`config.mk`:
```
export PLATFORM = sky130hd
export DESIGN_NAME = disaster_alarm_controller
export DESIGN_NICKNAME = d
export VERILOG_FILES = /design/src/rtl/disaster_pkg.sv /design/src/rtl/hazard_debounce.sv /design/src/rtl/disaster_alarm_controller.sv
export SDC_FILE = /design/constraint.sdc
export NUM_CORES = 1
export LEC_CHECK = 0
export ABC_AREA = 0
export ABC_CLOCK_PERIOD_IN_PS = 2800
export CAP_MARGIN = 20
export CORE_MARGIN = 1
export CORE_UTILIZATION = 56
export DETAILED_ROUTE_END_ITERATION = 12
export PLACE_DENSITY = 0.85
export SLEW_MARGIN = 20
export SYNTH_ARGS = -nofsm -noshare
export SYNTH_HDL_FRONTEND = slang
export SYNTH_HIERARCHICAL = 1
export SYNTH_SLANG_ARGS = --single-unit
export TNS_END_PERCENT = 50
```
`constraint.sdc`:
```
create_clock -name clk -period 2.8 [get_ports clk]
set_input_delay 0.84 -clock clk [delete_from_list [all_inputs] [get_ports clk]]
set_output_delay 0.84 -clock clk [all_outputs]
set_load 0.02 [all_outputs]
```
`src/rtl/disaster_pkg.sv`:
```
// Shared definitions for the disaster alarm controller: hazard indices,
// FSM state encoding and the fixed-priority hazard encoder.
package disaster_pkg;

  localparam logic [1:0] HZ_FLOOD   = 2'd0;
  localparam logic [1:0] HZ_CYCLONE = 2'd1;
  localparam logic [1:0] HZ_QUAKE   = 2'd2;
  localparam logic [1:0] HZ_TSUNAMI = 2'd3;

  typedef enum logic [1:0] {
    ST_IDLE  = 2'd0,
    ST_ALERT = 2'd1,
    ST_GAP   = 2'd2
  } state_t;

  // Lowest set index wins; an all-zero request returns HZ_TSUNAMI and must be gated by the caller.
  function automatic logic [1:0] prio_enc(input logic [3:0] req);
    if (req[0])      prio_enc = HZ_FLOOD;
    else if (req[1]) prio_enc = HZ_CYCLONE;
    else if (req[2]) prio_enc = HZ_QUAKE;
    else             prio_enc = HZ_TSUNAMI;
  endfunction

endpackage

```
`src/rtl/hazard_debounce.sv`:
```
// Per-flag debouncer: a raw hazard flag counts as confirmed once it has been
// high for DEBOUNCE consecutive clocks; any low clock restarts the count.
module hazard_debounce #(
  parameter int unsigned DEBOUNCE = 4
) (
  input  logic clk,
  input  logic rst,
  input  logic raw,
  output logic confirmed
);

  localparam int unsigned   CW      = $clog2(DEBOUNCE + 1);
  localparam logic [CW-1:0] CNT_MAX = CW'(DEBOUNCE);

  logic [CW-1:0] cnt;

  always_ff @(posedge clk or posedge rst) begin
    if (rst)                 cnt <= '0;
    else if (!raw)           cnt <= '0;
    else if (cnt != CNT_MAX) cnt <= cnt + 1'b1;
  end

  assign confirmed = (cnt == CNT_MAX);

endmodule

```
`src/rtl/disaster_alarm_controller.sv`:
```
// Alarm output sequencer: debounces four hazard flags, latches them as pending and
// grants the siren/LED stage to one hazard at a time by fixed priority with preemption.
module disaster_alarm_controller
  import disaster_pkg::*;
#(
  parameter int unsigned DEBOUNCE     = 4,
  parameter int unsigned ALERT_CYCLES = 16,
  parameter int unsigned GAP_CYCLES   = 4,
  parameter int unsigned BLINK_DIV    = 8
) (
  input  logic       clk,
  input  logic       rst,
  input  logic [3:0] haz_in,
  input  logic       ack,
  output logic [3:0] pending,
  output logic       alarm_active,
  output logic [1:0] alarm_code,
  output logic [3:0] led,
  output logic       siren
);

  localparam int unsigned TW = $clog2(ALERT_CYCLES + 1);
  localparam int unsigned GW = $clog2(GAP_CYCLES + 1);
  localparam int unsigned BW = $clog2(BLINK_DIV + 1);

  localparam logic [TW-1:0] T_LAST = TW'(ALERT_CYCLES - 1);
  localparam logic [GW-1:0] G_LAST = GW'(GAP_CYCLES - 1);
  localparam logic [BW-1:0] B_LAST = BW'(BLINK_DIV - 1);

  logic [3:0] confirmed;

  for (genvar i = 0; i < 4; i++) begin : g_deb
    hazard_debounce #(.DEBOUNCE(DEBOUNCE)) u_deb (
      .clk       (clk),
      .rst       (rst),
      .raw       (haz_in[i]),
      .confirmed (confirmed[i])
    );
  end

  state_t        state, state_d;
  logic [1:0]    code, code_d;
  logic [TW-1:0] timer, timer_d;
  logic [BW-1:0] blink, blink_d;
  logic [GW-1:0] gap, gap_d;
  logic          siren_q, siren_d;
  logic [3:0]    pend_clr, pending_d;
  logic [1:0]    top;

  // Set has priority over the ack clear, so a still-present hazard stays pending.
  always_comb begin
    pend_clr = '0;
    if (state == ST_ALERT && ack) pend_clr[code] = 1'b1;
    pending_d = confirmed | (pending & ~pend_clr);
  end

  always_comb begin
    state_d = state;
    code_d  = code;
    timer_d = timer;
    blink_d = blink;
    gap_d   = gap;
    siren_d = siren_q;
    top     = prio_enc(pending);
    case (state)
      ST_IDLE: begin
        if (|pending) begin
          state_d = ST_ALERT;
          code_d  = top;
          timer_d = '0;
          blink_d = '0;
          siren_d = 1'b1;
        end
      end
      ST_ALERT: begin
        // Ack is checked first so it wins over a same-cycle preempt.
        if (ack || (timer == T_LAST && !((|pending) && top < code))) begin
          state_d = ST_GAP;
          gap_d   = '0;
          timer_d = '0;
          blink_d = '0;
          siren_d = 1'b0;
        end else if ((|pending) && top < code) begin
          code_d  = top;
          timer_d = '0;
          blink_d = '0;
          siren_d = 1'b1;
        end else begin
          timer_d = timer + 1'b1;
          if (blink == B_LAST) begin
            blink_d = '0;
            siren_d = ~siren_q;
          end else begin
            blink_d = blink + 1'b1;
          end
        end
      end
      ST_GAP: begin
        if (gap == G_LAST) begin
          state_d = ST_IDLE;
          gap_d   = '0;
        end else begin
          gap_d = gap + 1'b1;
        end
      end
      default: state_d = ST_IDLE;
    endcase
  end

  always_ff @(posedge clk or posedge rst) begin
    if (rst) begin
      state   <= ST_IDLE;
      code    <= '0;
      timer   <= '0;
      blink   <= '0;
      gap     <= '0;
      siren_q <= 1'b0;
      pending <= '0;
    end else begin
      state   <= state_d;
      code    <= code_d;
      timer   <= timer_d;
      blink   <= blink_d;
      gap     <= gap_d;
      siren_q <= siren_d;
      pending <= pending_d;
    end
  end

  assign alarm_active = (state == ST_ALERT);
  assign alarm_code   = alarm_active ? code : 2'd0;
  assign led          = alarm_active ? (4'b0001 << code) : 4'b0000;
  assign siren        = siren_q & alarm_active;

endmodule

```
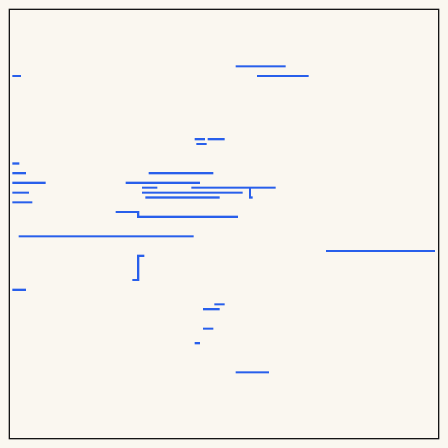
(met3 routing)
- main direction: horizontal
- nets with wire on the layer: 20
- share of all routed wire: 4.0%
- longest straight run: 24.1 um

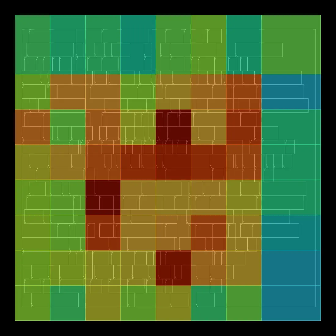
(congestion heat map)
busiest grt layer: met2
M2 GR Usage: 43.2%
met1 usage: 28.9%
routed len/inst: 15.0 um

==> CHANGELOG.md <==
### Changed

* Mux share at 1.20%
* Clock Skews at roughly 0.008 ns
* WS Path Type: reg2out
* Vias in the first global route at about 1,500
* Synth Seq Share at between 40% and 50%
* Pre-antenna DRT Iters at 4
* Worst reg2reg startpoint: timer[0]$_DFFE_PP0P_
* Crit path arrival time at 1.84 ns
* Chip Height at approximately 60 um
* First-pass GRT wire length at around 6600 um
* Total internal power at 0.00122 W
* Status: completed
* Pwr Total at about 0.0021 W
* Cell taking the most area after synthesis: dfrtp_1
* Fin util at 70.3%
* CTS sink cnt at 33
* Layout Nets at around 240
* Post-Synth Simple-Gate Area at between 20 and 25%
* Final Max Slew Viols at 0
* Crit Path Max Fanout at 7
* Final setup vio count at 0
* Pre-Place Util at 60.0%
* Top-area cell share at a little over two fifths
* Commonest cells post-synth: dfrtp_1 (33), inv_1 (25), nand2_1 (14), ha_1 (13), nand2b_1 (10)
* Power share of the combinational group at between 40% and 50%
* Die ar. at between 3000 and 4000 um^2
* Peak supply drop at slightly below 0.7 mV
* First DRT Iteration DRCs at 78
* TritonCTS buffer count at 5
* Ant diodes at 0
* Initial antenna violation count at 0
* Yosys synthesis chip area at around 1900 um^2
* Dominant register cell: dfrtp_1
* Max Cap Viol at 0
* Maximum root-to-sink buffer count at 2
* Seq pwr share at 35.9%
* Core Rows at 20
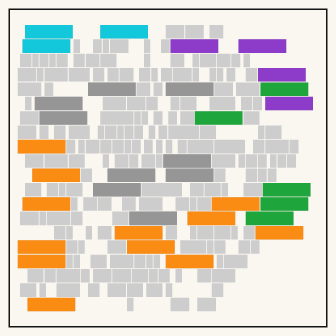
(where the registers sit)
Other sequential cells in the stronger grey, the rest of the logic in the fainter grey.
- green: timer (sequential cells 5)
- cyan: gap (sequential cells 3)
- orange: g_deb.u_deb/cnt (sequential cells 12)
- purple: blink (sequential cells 4; where top right)

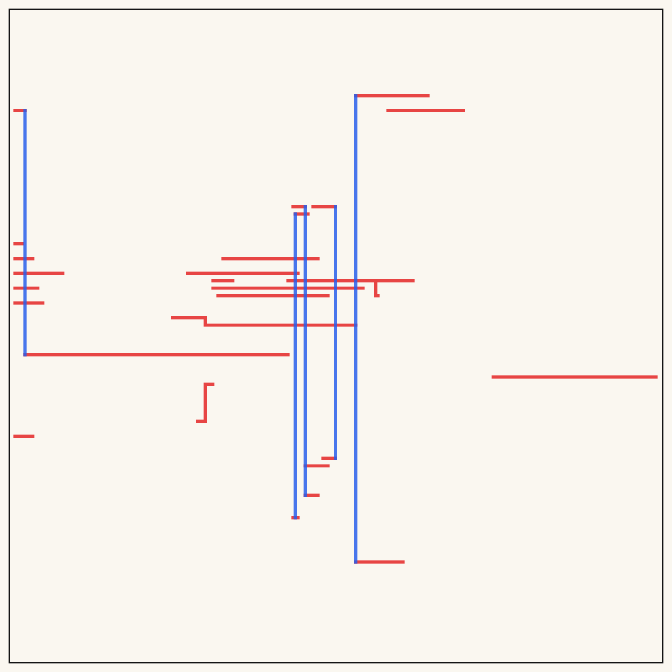
(routed metal, one colour a layer)
Only two layers are drawn.
- red: metal 3 (wire length 160 um)
- blue: metal 4 (wire length 143 um)
total number of vias: 1,522
final WL: 3960 um
All-Layer GR Usage: 25.4%

## cell usage in the layout (no fill, tap or decap), drive strengths merged, types with 3 or more instances in the layout
master,netlist,routed
dfrtp,33,33
and3,3,3
nor3,4,4
buf,2,4
clkdlybuf4s50,0,17
o21ai,18,18
nand2b,10,10
inv,25,25
a21oi,9,9
nand2,14,14
nor2,9,9
a21o,6,6
clkbuf,0,7
nand3,7,7
ha,13,13
and2,6,6
a31oi,6,6
nand4,8,8
## state kept, by name (all words and copies together), names as in the netlist
signal           count
state                2
blink                4
timer                5
gap                  3
code                 2
g_deb.u_deb/cnt     12
pending              4
siren_q              1
## what timing repair did
action | CTS | global route
buffers inserted | 0 | 0
setup endpoints to repair | 0 | 1
hold buffers | 0 | 0
gates resized | 0 | 1
## metrics by stage
step / hold slack, ns / cells
2_1_floorplan: 0.451 / 192
3_3_place_gp: 0.463 / 256
3_5_place_dp: 0.483 / 256
4_1_cts: 0.498 / 264
5_1_grt: 0.518 / 264
6_report: 0.492 / 264
## power by group through the flow
stage                     logic [W]  clock network (W)  registers, W
after floorplan            0.000700                  0      0.000764
final                       0.00106           0.000308      0.000764
after detailed placement    0.00104                  0      0.000770
after global routing        0.00115           0.000330      0.000782
after global placement     0.000996                  0      0.000760
after CTS                   0.00105           0.000315      0.000761
## layer usage
metal  wire length [um]  global-route usage (%)  share of wire [%]  up-vias
met5                  0                       0                  0        -
met2               2030                    43.2                 51       38
met3                159                    4.76                4.0       12
met4                142                    16.9                3.6        0
met1               1630                    28.9                 41      733
li1                   -                       -                  -      739
## logic make-up after synthesis
kind of cell	count (synthesis)
adders and majority gates	13
AOI/OAI and AO/OA	51
and+or+nand+nor	66
DFF	33
buffers and inverters	27
muxes	2
## critical path, delay by kind of cell, from the launching register on
| family | cells | cell delay, ns |
|---|---|---|
| buffers and inverters | 2 | 0.79 |
| AND/OR/NAND/NOR | 2 | 0.34 |
| flip-flops | 1 | 0.38 |
## worst paths after layout
path                            slack (ns)                                 to  depth (start not counted)
worst max register to register        0.66               timer[2]$_DFFE_PP0P_                          7
worst max-delay path                  0.12                             led[1]                          4
max in group asynchronous             1.35               state[1]$_DFFE_PP0P_                          3
worst min register to register        0.49                 gap[0]$_DFFE_PP0P_                          1
min in group asynchronous             0.82  g_deb[2].u_deb/cnt[1]$_DFFE_PP0P_                          2
worst min-delay path                  0.49                 gap[0]$_DFFE_PP0P_                          1
## cell type report
class | count | area, um^2 | area share, %
Tap cell | 44 | 55.1 | 2.50
Inverter | 25 | 93.8 | 4.27
Multi-Input combinational cell | 132 | 941 | 42.8
Sequential cell | 33 | 826 | 37.6
Clock inverter | 1 | 5.00 | 0.228
Timing Repair Buffer | 22 | 213 | 9.68
Clock buffer | 7 | 65.1 | 2.96
Power and IR drop assume default switching activity.
